===== src/rtl/coin_pkg.sv =====
// Coin acceptor shared definitions.
// FSM state encoding and coin codes seen by the vending FSM.
package coin_pkg;

    typedef enum logic [2:0] {
        ST_IDLE     = 3'd0,
        ST_DEBOUNCE = 3'd1,
        ST_EMIT     = 3'd2,
        ST_REJECT   = 3'd3,
        ST_RELEASE  = 3'd4
    } state_t;

    localparam logic [1:0] COIN_NONE  = 2'b00;
    localparam logic [1:0] COIN_SMALL = 2'b10;
    localparam logic [1:0] COIN_LARGE = 2'b11;

endpackage


===== src/rtl/sync_2ff.sv =====
// Two-flop synchronizer for one raw sensor line.
// Reset clears both stages so a held sensor reads as a fresh rise.
module sync_2ff (
    input  logic clk,
    input  logic rst,
    input  logic d,
    output logic q
);

    logic meta;

    // Shift the raw input through two flops.
    always_ff @(posedge clk or posedge rst) begin
        if (rst) begin
            meta <= 1'b0;
            q    <= 1'b0;
        end else begin
            meta <= d;
            q    <= meta;
        end
    end

endmodule


===== src/rtl/coin_acceptor.sv =====
// Coin acceptor: debounces two coin sensors, emits a coin code
// or drives the reject gate, and keeps a saturating coin count.
module coin_acceptor
    import coin_pkg::*;
#(
    parameter int DEB_CYCLES = 8,
    parameter int REJ_PULSE  = 4,
    parameter int CNT_W      = 8
) (
    input  logic             clk,
    input  logic             rst,
    input  logic             sens_a,
    input  logic             sens_b,
    input  logic             accept_en,
    input  logic             cnt_clr,
    output logic [1:0]       coin_code,
    output logic             reject,
    output logic [CNT_W-1:0] coin_cnt,
    output logic             busy
);

    localparam logic [7:0] DEB_LAST = 8'(DEB_CYCLES - 1);
    localparam logic [7:0] REJ_LAST = 8'(REJ_PULSE - 1);

    logic       sa;
    logic       sb;
    state_t     state_q;
    state_t     state_d;
    logic [7:0] dbc_q;
    logic [7:0] dbc_d;
    logic [7:0] rej_q;
    logic [7:0] rej_d;
    logic       large_q;
    logic       large_d;
    logic [1:0] code_d;
    logic       reject_d;
    logic       own;
    logic       other;

    sync_2ff u_sync_a (
        .clk (clk),
        .rst (rst),
        .d   (sens_a),
        .q   (sa)
    );

    sync_2ff u_sync_b (
        .clk (clk),
        .rst (rst),
        .d   (sens_b),
        .q   (sb)
    );

    assign own   = large_q ? sb : sa;
    assign other = large_q ? sa : sb;
    assign busy  = (state_q != ST_IDLE);

    // State, counters and registered outputs.
    always_ff @(posedge clk or posedge rst) begin
        if (rst) begin
            state_q   <= ST_IDLE;
            dbc_q     <= 8'd0;
            rej_q     <= 8'd0;
            large_q   <= 1'b0;
            coin_code <= COIN_NONE;
            reject    <= 1'b0;
        end else begin
            state_q   <= state_d;
            dbc_q     <= dbc_d;
            rej_q     <= rej_d;
            large_q   <= large_d;
            coin_code <= code_d;
            reject    <= reject_d;
        end
    end

    // Next state, counter updates and next output values.
    always_comb begin
        state_d = state_q;
        dbc_d   = dbc_q;
        rej_d   = rej_q;
        large_d = large_q;
        code_d  = COIN_NONE;
        unique case (state_q)
            ST_IDLE: begin
                if (sa && sb) begin
                    state_d = ST_REJECT;
                    rej_d   = 8'd0;
                end else if (sa || sb) begin
                    state_d = ST_DEBOUNCE;
                    large_d = sb;
                    dbc_d   = 8'd0;
                end
            end
            ST_DEBOUNCE: begin
                if (!own) begin
                    state_d = ST_IDLE;
                end else if (other) begin
                    state_d = ST_REJECT;
                    rej_d   = 8'd0;
                end else if (dbc_q == DEB_LAST) begin
                    if (accept_en) begin
                        state_d = ST_EMIT;
                        code_d  = large_q ? COIN_LARGE : COIN_SMALL;
                    end else begin
                        state_d = ST_REJECT;
                        rej_d   = 8'd0;
                    end
                end else begin
                    dbc_d = dbc_q + 8'd1;
                end
            end
            ST_EMIT: begin
                state_d = ST_RELEASE;
            end
            ST_REJECT: begin
                if (rej_q == REJ_LAST) begin
                    state_d = ST_RELEASE;
                end else begin
                    rej_d = rej_q + 8'd1;
                end
            end
            ST_RELEASE: begin
                if (!sa && !sb) begin
                    state_d = ST_IDLE;
                end
            end
            default: begin
                state_d = ST_IDLE;
            end
        endcase
        reject_d = (state_d == ST_REJECT);
    end

    // Count coins as EMIT completes; clear wins but keeps this coin.
    always_ff @(posedge clk or posedge rst) begin
        if (rst) begin
            coin_cnt <= '0;
        end else if (cnt_clr) begin
            coin_cnt <= (state_q == ST_EMIT) ? CNT_W'(1) : '0;
        end else if (state_q == ST_EMIT && coin_cnt != '1) begin
            coin_cnt <= coin_cnt + CNT_W'(1);
        end
    end

endmodule


===== config.mk =====
export PLATFORM = sky130hd
export DESIGN_NAME = coin_acceptor
export DESIGN_NICKNAME = d
export VERILOG_FILES = /design/src/rtl/coin_pkg.sv /design/src/rtl/sync_2ff.sv /design/src/rtl/coin_acceptor.sv
export SDC_FILE = /design/constraint.sdc
export NUM_CORES = 1
export LEC_CHECK = 0
export CAP_MARGIN = 20
export CORE_AREA = 3 3 73 88
export CTS_CLUSTER_SIZE = 10
export DETAILED_ROUTE_END_ITERATION = 6
export DIE_AREA = 0 0 76 91
export GPL_TIMING_DRIVEN = 0
export SETUP_SLACK_MARGIN = 0.3
export SYNTH_ARGS = -nofsm -noshare
export SYNTH_HDL_FRONTEND = slang
export SYNTH_SLANG_ARGS = --single-unit

===== constraint.sdc =====
create_clock -name clk -period 2.7 [get_ports clk]
set_clock_uncertainty 0.15 [all_clocks]
set_input_delay 0.54 -clock clk [delete_from_list [all_inputs] [get_ports clk]]
set_output_delay 0.54 -clock clk [all_outputs]
set_load 0.05 [all_outputs]

==> CHANGELOG.md, run 1 <==
### Physical design

* Min-delay src: u_sync_a.meta
* Tmin final at 2.32 ns
* DRC Markers at 0
* Final hold vios at 0
* Core Rows at 30
* Total Wirelength at 4050 um
* Number of synthesized flops with an enable pin at 0
* Nature of the critical path startpoint: register
* Fin nets at 239
* CTS Hold Buffers Added at 0
* Max_cap viols at 0
* # Cells Yosys at 201
* Global route total overflow at 0
* Worst-margin pin slew at 0.682 ns
* Clk latency late pin at 0.29 ns
* Dominant flop cell: dfrtp_1
* Critical R2R Launch: dbc_q[1]
* Synth Instances at 201
* Share of layout cells above drive strength 1 at 0.154
* R2R depth at 6
* GRT Resource Usage Total at 0.122
* Fmax at 432 MHz
* Total power at 1.93 mW
* Fillers at 547
* Chip width at 76 um
* Top Layout Cells: dfrtp_1 (33), nand2_1 (18), clkdlybuf4s50_1 (15), inv_1 (12), mux2i_1 (10)
* Lkg Pwr at 1.01 nW
* WHS Endpoint: u_sync_a.q
* Final setup fails at 0
* Post-layout util at 0.425
* RD Place Congestion at 0.825
* Antenna diodes at 0
* Syn-to-layout area delta at 23.6%
* Synthesized area at 0.00195 mm2
* Fp util at 0.344
* Hold WC Path Type: reg -> reg
* Synth warnings at 0
* I/O pins at 18
* Yosys Chip Area at 0.00195 mm2
* TNS Setup at 0 ns
* Final Cycle Share at 0.857
* Post-synthesis async set-or-reset flop share at 1.00
* DRT iter0 DRCs at 66
* Core ar. at 0.00567 mm2
* First-pass GRT wire length at 6960 um
* Seq share, synth at 0.449
* Initial antenna violation count at 0
* Clock buffer depth at 2
* Data arrival, critical path at 2.35 ns
* PwrDens at 799 mW/mm2
* Rel. slew slack at 0.543
* Crit Path Category: reg -> reg
* Status: finished, final reports clean
* Die Ht at 91 um
* Tool warnings at 28
* HPWL Detailed at 2830 um
* CTS tree: built
* Port bufs at 16
* Maximum vdd drop at 0.323 mV
## run 1: state kept, by name (all words and copies together) (netlist names), 2 cells and up
register / count
dbc_q: 8
coin_cnt: 8
rej_q: 8
state_q: 3
coin_code: 2
## run 1: layer usage
metal / wire, um / GRT usage
met5: 0 / 0
met1: 1860 / 0.154
met2: 2020 / 0.197
met4: 55 / 0.0529
met3: 114 / 0.0308
## run 1: power breakdown
group | internal [mW] | switching (mW) | total, mW
Sequential | 0.590 | 0.0615 | 0.651
Clock | 0.270 | 0.192 | 0.462
Combinational | 0.312 | 0.501 | 0.813
Total | 1.17 | 0.755 | 1.93
## run 1: synth_stat cells (all sizes together), types with 2 or more instances
cell type,instances,share of area
a2111oi,2,0.0090
a211o,3,0.013
a211oi,2,0.0077
a21oi,8,0.021
a221o,3,0.015
and2,3,0.0096
and3,4,0.013
buf,3,0.0064
clkbuf,4,0.0083
dfrtp,35,0.45
ha,5,0.032
inv,12,0.023
mux2,2,0.012
mux2i,10,0.051
nand2,19,0.037
nand2b,7,0.022
nand3,8,0.021
nand4,3,0.0096
nor2,9,0.017
nor2b,2,0.0064
nor3,9,0.026
nor3b,5,0.022
o211ai,2,0.0077
o21ai,8,0.021
o31ai,3,0.014
or2,2,0.0064
or3,5,0.019
or4,3,0.012
or4b,2,0.010
## run 1: how the worst max path moves through the flow
stage	from	endpoint	cells past startpoint
after floorplan	dbc_q[0]	rej_q[2]	5
after global placement	state_q[0]	busy	4
after detailed placement	state_q[0]	busy	4
after CTS	state_q[0]	busy	4
after global routing	state_q[2]	coin_cnt[7]	5
final	dbc_q[1]	rej_q[6]	6
## run 1: worst max-delay path, cell delays in order (launching register included)
cell and delay (ns):
dfrtp_2 0.42, ha_4 0.17, nand4bb_1 0.19, or3_1 0.42, a311o_2 0.44, buf_4 0.15
a211o_1 0.27
## run 1: repair_timing
action                     CTS  global route
pin swaps                    0             1
gates cloned                 0             0
gates resized                3            13
setup endpoints to repair    2            14
setup buffers                0             3
## run 1: layout make-up
| class | count | area (um2) | share of cell area |
|---|---|---|---|
| flip-flops and latches | 35 | 878 | 0.364 |
| well taps | 80 | 100 | 0.0415 |
| clock buffers | 5 | 68.8 | 0.0285 |
| multi-input cells | 147 | 1050 | 0.434 |
| inverters | 12 | 45.0 | 0.0187 |
| repair buffers | 20 | 205 | 0.0851 |
| plain buffers | 7 | 30.0 | 0.0125 |
| clock inverters | 2 | 37.5 | 0.0156 |
## run 1: kinds of logic (layout without fill, tap and decap cells)
| kind of cell | Yosys count | in the layout | synth area share |
|---|---|---|---|
| AND-OR/OR-AND | 43 | 43 | 0.162 |
| buffers and inverters | 19 | 46 | 0.0378 |
| AND/OR/NAND/NOR | 86 | 86 | 0.251 |
| multiplexers | 12 | 12 | 0.0629 |
| adder cells (fa/ha/maj) | 5 | 5 | 0.0321 |
| flip-flops | 35 | 35 | 0.449 |
| XOR/XNOR | 1 | 1 | 0.00449 |
## run 1: through the flow
step	hold slack [ns]	setup slack [ns]	cells	instance area [um2]
floorplan	0.181	0.516	201	1950
global placement	0.183	0.177	297	2210
detailed placement	0.186	0.179	298	2240
CTS	0.203	0.283	305	2350
global route	0.206	0.305	308	2410
finish	0.200	0.385	308	2410
Fig. 1: run 1, wiring heat map
Scale bar: 20 um. The die is cut into 15 by 18 equal tiles; black is low, pale yellow is high, scaled to the fullest tile. Values are wire area over tile area, all layers added.
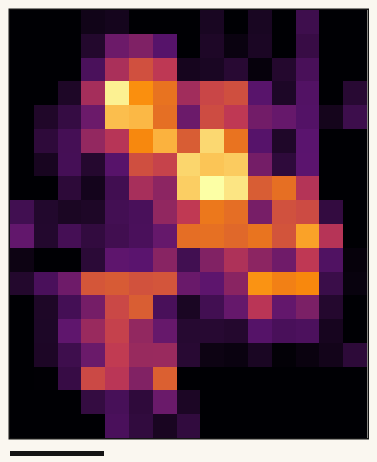
mean over tiles = 0.090
tiles over half the peak = 19%
densest ninth of the die = middle
fullest tile = 0.38
emptiest ninth of the die = bottom right
nearly empty tiles = 29%

Fig. 2: run 1, layout detail
Scale bar: 20 um. Window x 0 to 50, y 0 to 50 um. Cells in grey, sequential cells in the stronger grey; small squares are vias.
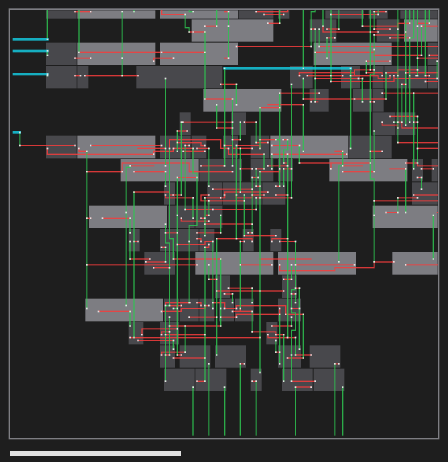
green -> metal 2
cyan -> metal 3
red -> metal 1
cells with their middle in the window = 78
netlist names of flops here include = coin_cnt (8), rej_q (3)
most frequent = dfrtp_1 (14), clkdlybuf4s50_1 (10), a21oi_1 (5)
sequential cells in the window = 15

Fig. 3: run 1, sequential cells coloured by netlist name
Other sequential cells in the stronger grey, the rest of the logic in the fainter grey.
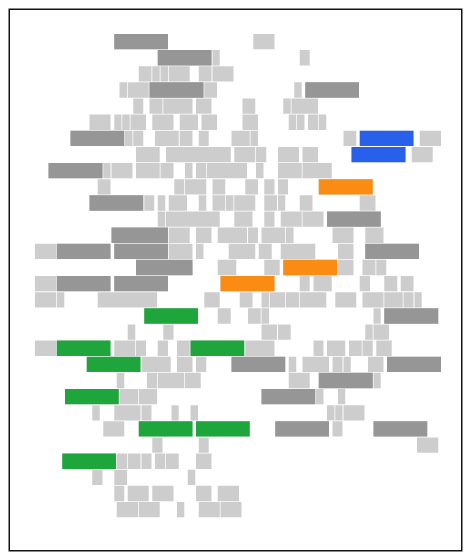
green -> coin_cnt  # placed flops 8
orange -> state_q  # placed flops 3
blue -> coin_code  # placed flops 2
not coloured = 22

==> run 2: changes to the inputs <==
--- a/config.mk
+++ b/config.mk
@@ -11,6 +11,7 @@
 export DETAILED_ROUTE_END_ITERATION = 6
 export DIE_AREA = 0 0 76 91
 export GPL_TIMING_DRIVEN = 0
+export MAX_ROUTING_LAYER = met4
 export SETUP_SLACK_MARGIN = 0.3
 export SYNTH_ARGS = -nofsm -noshare
 export SYNTH_HDL_FRONTEND = slang
Fig. 4: run 2, layout detail
Scale bar: 20 um. Window x 0 to 50, y 0 to 50 um. Cells in grey, sequential cells in the stronger grey; small squares are vias.
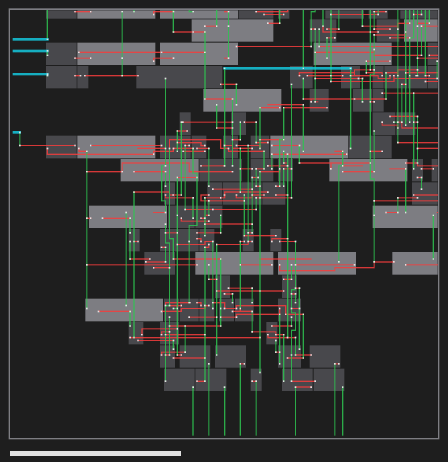
green -> metal 2
cyan -> metal 3
red -> metal 1
netlist names of flops here include = coin_cnt (8), rej_q (3)
sequential cells in the window = 15
cells with their middle in the window = 78
most frequent = dfrtp_1 (14), clkdlybuf4s50_1 (10), a21oi_1 (5)

Fig. 5: run 2, wiring heat map
Scale bar: 20 um. The die is cut into 15 by 18 equal tiles; black is low, pale yellow is high, scaled to the fullest tile. Values are wire area over tile area, all layers added.
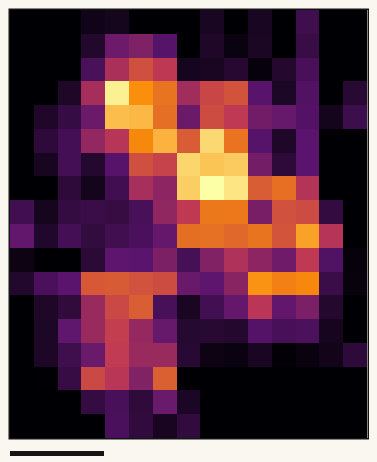
mean over tiles = 0.090
fullest tile = 0.38
densest ninth of the die = middle
emptiest ninth of the die = bottom right

==> run 2 against run 1 <==
- die size stayed put
- fmax hardly changed
- register-to-register slack hardly changed
- clock power hardly changed
- critical path type unchanged
- highest routed layer unchanged
==> CHANGELOG.md, run 2 <==
### Physical design

* Placed inst area at 0.00224 mm2
* Core ar. at 0.00567 mm2
* Syn-to-layout area delta at 23.6%
* GRT Resource Usage Total at 0.125
* # Cells Yosys at 201
* Post-synth top cells: dfrtp_1 (35), nand2_1 (19), inv_1 (12)
* Critical R2R Launch: dbc_q[1]
* Crit Path Category: reg -> reg
* Rel. slew slack at 0.543
* Global route total overflow at 0
* Share of layout cells above drive strength 1 at 0.154
* Synth Instances at 201
* Dominant cells by area after synthesis: dfrtp_1 (45%), mux2i_1 (5.1%), nand2_1 (3.7%)
* Final hold vios at 0
* Synthesized area at 0.00195 mm2
* DRT iter0 DRCs at 67
* Post-synth top area cell: dfrtp_1
* Max_cap viols at 0
* Dominant flop cell: dfrtp_1
* Most frequent cell after synthesis: dfrtp_1
* Design Area, Final at 0.00241 mm2
* Status: finished, final reports clean
* Fmax at 432 MHz
* Lkg Pwr at 1.01 nW
* Worst-margin pin slew at 0.682 ns
* Top Layout Cells: dfrtp_1 (33), nand2_1 (18), clkdlybuf4s50_1 (15), inv_1 (12), mux2i_1 (10)
* CTS tree: built
* Antenna diodes at 0
* Seq share, synth at 0.449
* Synth top area share at 0.449
* Hold WC Path Type: reg -> reg
* DRC Markers at 0
* Fin worst setup slack at 0.385 ns
* Final Cycle Share at 0.857
* CP startpoint: dbc_q[1]
* Chip width at 76 um
* Number of synthesized flops with an enable pin at 0
* CTS Hold Buffers Added at 0
* Data arrival, critical path at 2.35 ns
* Clock buffer depth at 2
* Clk latency late pin at 0.29 ns
* Tool warnings at 28
* Nature of the critical path startpoint: register
* I/O pins at 18
* R2R depth at 6
* Largest registers: coin_cnt x8, dbc_q x8, rej_q x8
* RD Place Congestion at 0.838
* Synth warnings at 0
* Maximum vdd drop at 0.323 mV
* Final setup fails at 0
* HPWL Detailed at 2830 um
run 2: cell counts in the layout (fill, tap and decap cells not counted):
No cell type changed its count.
run 2: where the power goes:
group / total, mW / internal [mW] / switching (mW)
Combinational: 0.814 / 0.312 / 0.502
Clock: 0.462 / 0.270 / 0.192
Sequential: 0.651 / 0.590 / 0.0616
Total: 1.93 / 1.17 / 0.756
run 2: metal layers:
| metal | vias up | global-route usage | wire length, um | share of wire |
|---|---|---|---|---|
| li1 | 794 | - | - | - |
| met2 | 20 | 0.197 | 2010 | 0.50 |
| met3 | 5 | 0.0308 | 114 | 0.028 |
| met1 | 758 | 0.154 | 1870 | 0.46 |
| met4 | 0 | 0.0529 | 55 | 0.014 |
| met5 | - | - | 0 | 0 |
run 2: how the worst min path moves through the flow:
stage                             start          to  slack, ns  cells past startpoint
after floorplan           u_sync_a.meta  u_sync_a.q       0.18                      0
after global routing      u_sync_b.meta  u_sync_b.q       0.21                      0
after CTS                 u_sync_b.meta  u_sync_b.q       0.20                      0
after global placement    u_sync_a.meta  u_sync_a.q       0.18                      0
after detailed placement  u_sync_a.meta  u_sync_a.q       0.19                      0
final                     u_sync_b.meta  u_sync_b.q       0.20                      0
run 2: logic make-up (layout without fill, tap and decap cells):
group,after synthesis,in the layout,share of synthesized area
AOI/OAI and AO/OA,43,43,0.162
xor gates and xnor gates,1,1,0.00449
adders and majority gates,5,5,0.0321
buffers and inverters,19,46,0.0378
DFF,35,35,0.449
muxes,12,12,0.0629
and+or+nand+nor,86,86,0.251
run 2: final cells by class:
class / instances / area, um2
buffer: 7 / 30.0
clock buffer: 5 / 68.8
clock inverter: 2 / 37.5
fill: 547 / 3260
inverter: 12 / 45.0
multi-input combinational: 147 / 1050
sequential: 35 / 878
tap: 80 / 100
timing repair buffer: 20 / 205
run 2: critical path, cell delays in order (launching register included):
cell and delay (ns):
dfrtp_2 0.42, ha_4 0.17, nand4bb_1 0.19, or3_1 0.42
a311o_2 0.44, buf_4 0.15, a211o_1 0.27
run 2: repair_timing:
action	CTS	global route
resized	3	13
setup buffers	0	3
gates cloned	0	0
endpoints found under the setup margin	2	14
pin swaps	0	1
endpoints found under the hold margin	0	0
run 2: per-stage QoR:
step | cells | utilization | power [mW]
4_1_cts | 305 | 0.415 | 1.87
3_5_place_dp | 298 | 0.395 | 1.40
3_3_place_gp | 297 | 0.390 | 1.39
5_1_grt | 308 | 0.425 | 2.06
2_1_floorplan | 201 | - | 1.20
6_report | 308 | 0.425 | 1.93
==> run 3: changes to the inputs <==
--- a/config.mk
+++ b/config.mk
@@ -6,13 +6,15 @@
 export NUM_CORES = 1
 export LEC_CHECK = 0
 export CAP_MARGIN = 20
-export CORE_AREA = 3 3 73 88
+export CORE_AREA = 3 3 58 71
 export CTS_CLUSTER_SIZE = 10
 export DETAILED_ROUTE_END_ITERATION = 6
-export DIE_AREA = 0 0 76 91
+export DIE_AREA = 0 0 61 74
 export GPL_TIMING_DRIVEN = 0
 export MAX_ROUTING_LAYER = met4
+export PLACE_DENSITY = 0.76
 export SETUP_SLACK_MARGIN = 0.3
+export SLEW_MARGIN = 40
 export SYNTH_ARGS = -nofsm -noshare
 export SYNTH_HDL_FRONTEND = slang
 export SYNTH_SLANG_ARGS = --single-unit
Fig. 6: run 3, wiring by layer
Scale bar: 20 um. Only two layers are drawn.
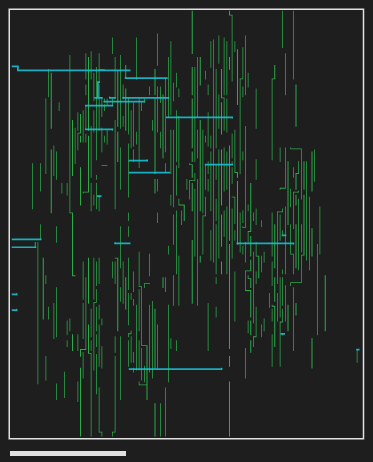
green -> metal 2  # wire length 2,090 um
cyan -> metal 3  # wire length 121 um

Fig. 7: run 3, placement by cell class
Fill, decap, tap and diode cells in grey.
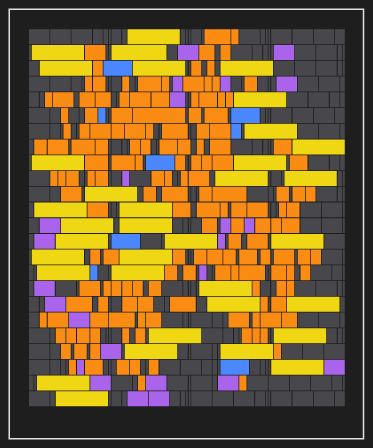
blue -> clock drivers and dummy loads  # cells 8, share of their area 3.6%
yellow -> sequential cells  # cells 35, share of their area 39%
purple -> remaining buffers and delay cells  # cells 24, share of their area 8.6%
orange -> combinational and other logic  # cells 159, share of their area 49%

==> run 3 against run 2 <==
- clock power shrank 22%
- non-clock buffer count shrank 3
- via count grew 3.6%
- largest cell class unchanged
- power is 7.5% lower
==> CHANGELOG.md, run 3 <==
### Physical design

* Fin nets at 236
* Post-synth top cells: dfrtp_1 (35), nand2_1 (19), inv_1 (12)
* Crit Path Category: reg -> reg
* Dominant flop cell: dfrtp_1
* # Cells Yosys at 201
* First-pass GRT wire length at 7050 um
* Total power at 1.78 mW
* CTS tree: built
* Syn-to-layout area delta at 17.1%
* I/O pins at 18
* Post-layout util at 0.639
* HPWL Detailed at 2860 um
* Hold WC Path Type: reg -> reg
* Crit-path cells: ha_4, nand4bb_1, or3_1, a311o_2, a221o_1
* Fillers at 292
* R2R depth at 5
* Simple-Gate Fraction of Synth Area at 0.251
* TNS Setup at 0 ns
* Final Cycle Share at 0.849
* Synthesized area at 0.00195 mm2
* Adders+Majority by Area at 0.0321
* Yosys Chip Area at 0.00195 mm2
* Rel. slew slack at 0.527
* Total Wirelength at 3980 um
* Largest registers: coin_cnt x8, dbc_q x8, rej_q x8
* Share of layout cells above drive strength 1 at 0.137
* Global route total overflow at 0
* Initial antenna violation count at 0
* Hold-critical path depth at 0
* CTS Hold Buffers Added at 0
* Nature of the critical path startpoint: register
* Mux frac, synth at 0.0629
* Chip width at 61 um
* Top cell excl fill/tap: dfrtp_1
* Fmax at 436 MHz
* Core Rows at 24
* Synth warnings at 0
* Data arrival, critical path at 2.32 ns
* Synth Instances at 201
* Final setup fails at 0
* RD Place Congestion at 0.856
* CP startpoint: dbc_q[1]
* Clock buffer depth at 2
* Fin worst setup slack at 0.407 ns
* H-tree depth at 2
* Most frequent cell after synthesis: dfrtp_1
* Number of synthesized flops with an enable pin at 0
* Port bufs at 16
* Min-delay src: u_sync_a.meta
* DRT iter0 DRCs at 99
* Fp util at 0.546
* Synth top area share at 0.449
* Dominant cells by area after synthesis: dfrtp_1 (45%), mux2i_1 (5.1%), nand2_1 (3.7%)
* Setup Slack @ Placement at 0.218 ns
* AND-OR/OR-AND Cells, Area Fraction at 0.162
* Status: finished, final reports clean
* CP peak stage delay at 0.47 ns
* DRC Markers at 0
* Worst Path Required at 2.73 ns
* Slowest cell on the critical path: a311o_2
* Seq share, synth at 0.449
* Clk latency late pin at 0.29 ns
* Top Layout Cells: dfrtp_1 (34), nand2_1 (18), clkdlybuf4s50_1 (15), inv_1 (11), mux2i_1 (10)
* WHS Endpoint: u_sync_a.q
* Maximum vdd drop at 0.421 mV
* Synth Area in XOR/XNOR at 0.00449
* PwrDens at 780 mW/mm2
* Lkg Pwr at 0.982 nW
* Tmin final at 2.29 ns
* Distinct lib cells at 54
* Core ar. at 0.00357 mm2
* Critical R2R Launch: dbc_q[1]
* Final hold vios at 0
* Die Ht at 74 um
* Worst-margin pin slew at 0.708 ns
* Fin Hold WS at 0.195 ns
* GRT Resource Usage Total at 0.212
* Tool warnings at 27
* Post-synthesis async set-or-reset flop share at 1.00
* Largest non-sequential cell family by area: simple AND/OR/NAND/NOR gates
* Post-synth top area cell: dfrtp_1
* Max_cap viols at 0
## run 3: cell counts after synthesis
No cell type changed its count.
## run 3: cells by family (layout without fill, tap and decap cells)
| kind of cell | after synthesis | in the layout |
|---|---|---|
| buf+inv | 19 | 44 |
| simple gates | 86 | 86 |
| xor+xnor | 1 | 1 |
| mux | 12 | 12 |
| fa+ha+maj | 5 | 5 |
| flops | 35 | 35 |
| compound gates | 43 | 43 |
## run 3: per-layer routing
metal | track usage | share of wire | vias up
li1 | - | - | 791
met1 | 0.243 | 0.42 | 800
met2 | 0.346 | 0.53 | 31
met3 | 0.0486 | 0.030 | 12
met4 | 0.0988 | 0.025 | 0
met5 | - | 0 | -
## run 3: worst max-delay path by stage
stage / depth (start not counted) / slack [ns] / end
2_1_floorplan: 5 / 0.52 / rej_q[2]
3_3_place_gp: 4 / 0.23 / busy
3_5_place_dp: 4 / 0.22 / busy
4_1_cts: 4 / 0.30 / busy
5_1_grt: 5 / 0.30 / dbc_q[6]
6_report: 5 / 0.41 / rej_q[2]
## run 3: report_power, final
group	internal, mW	switching [mW]
combinational	0.282	0.492
sequential	0.589	0.0586
clock	0.181	0.180
total	1.05	0.731
## run 3: what timing repair did
action,in CTS,in global routing
endpoints found under the hold margin,0,0
gates resized,3,12
setup buffers,1,0
endpoints found under the setup margin,2,13
## run 3: layout make-up
cell class,count,area [um2],share of cell area
plain buffers,7,30.0,0.0131
clock buffers,7,76.3,0.0334
clock inverters,1,5.00,0.00219
inverters,12,45.0,0.0197
multi-input cells,147,1040,0.455
flip-flops and latches,35,877,0.384
well taps,39,48.8,0.0214
repair buffers,17,163,0.0712
## run 3: worst max-delay path: cells and delay by family, from the launching register on
kind	cells	cell delay, ns
AND-OR/OR-AND	2	0.83
adder cells (fa/ha/maj)	1	0.18
flip-flops	1	0.43
AND/OR/NAND/NOR	2	0.60
## run 3: stage by stage
step	std cells	instance area, um2
3_5_place_dp	256	2160
5_1_grt	265	2280
6_report	265	2280
3_3_place_gp	256	2160
4_1_cts	265	2250
2_1_floorplan	201	1950
Power and IR drop assume default switching activity.
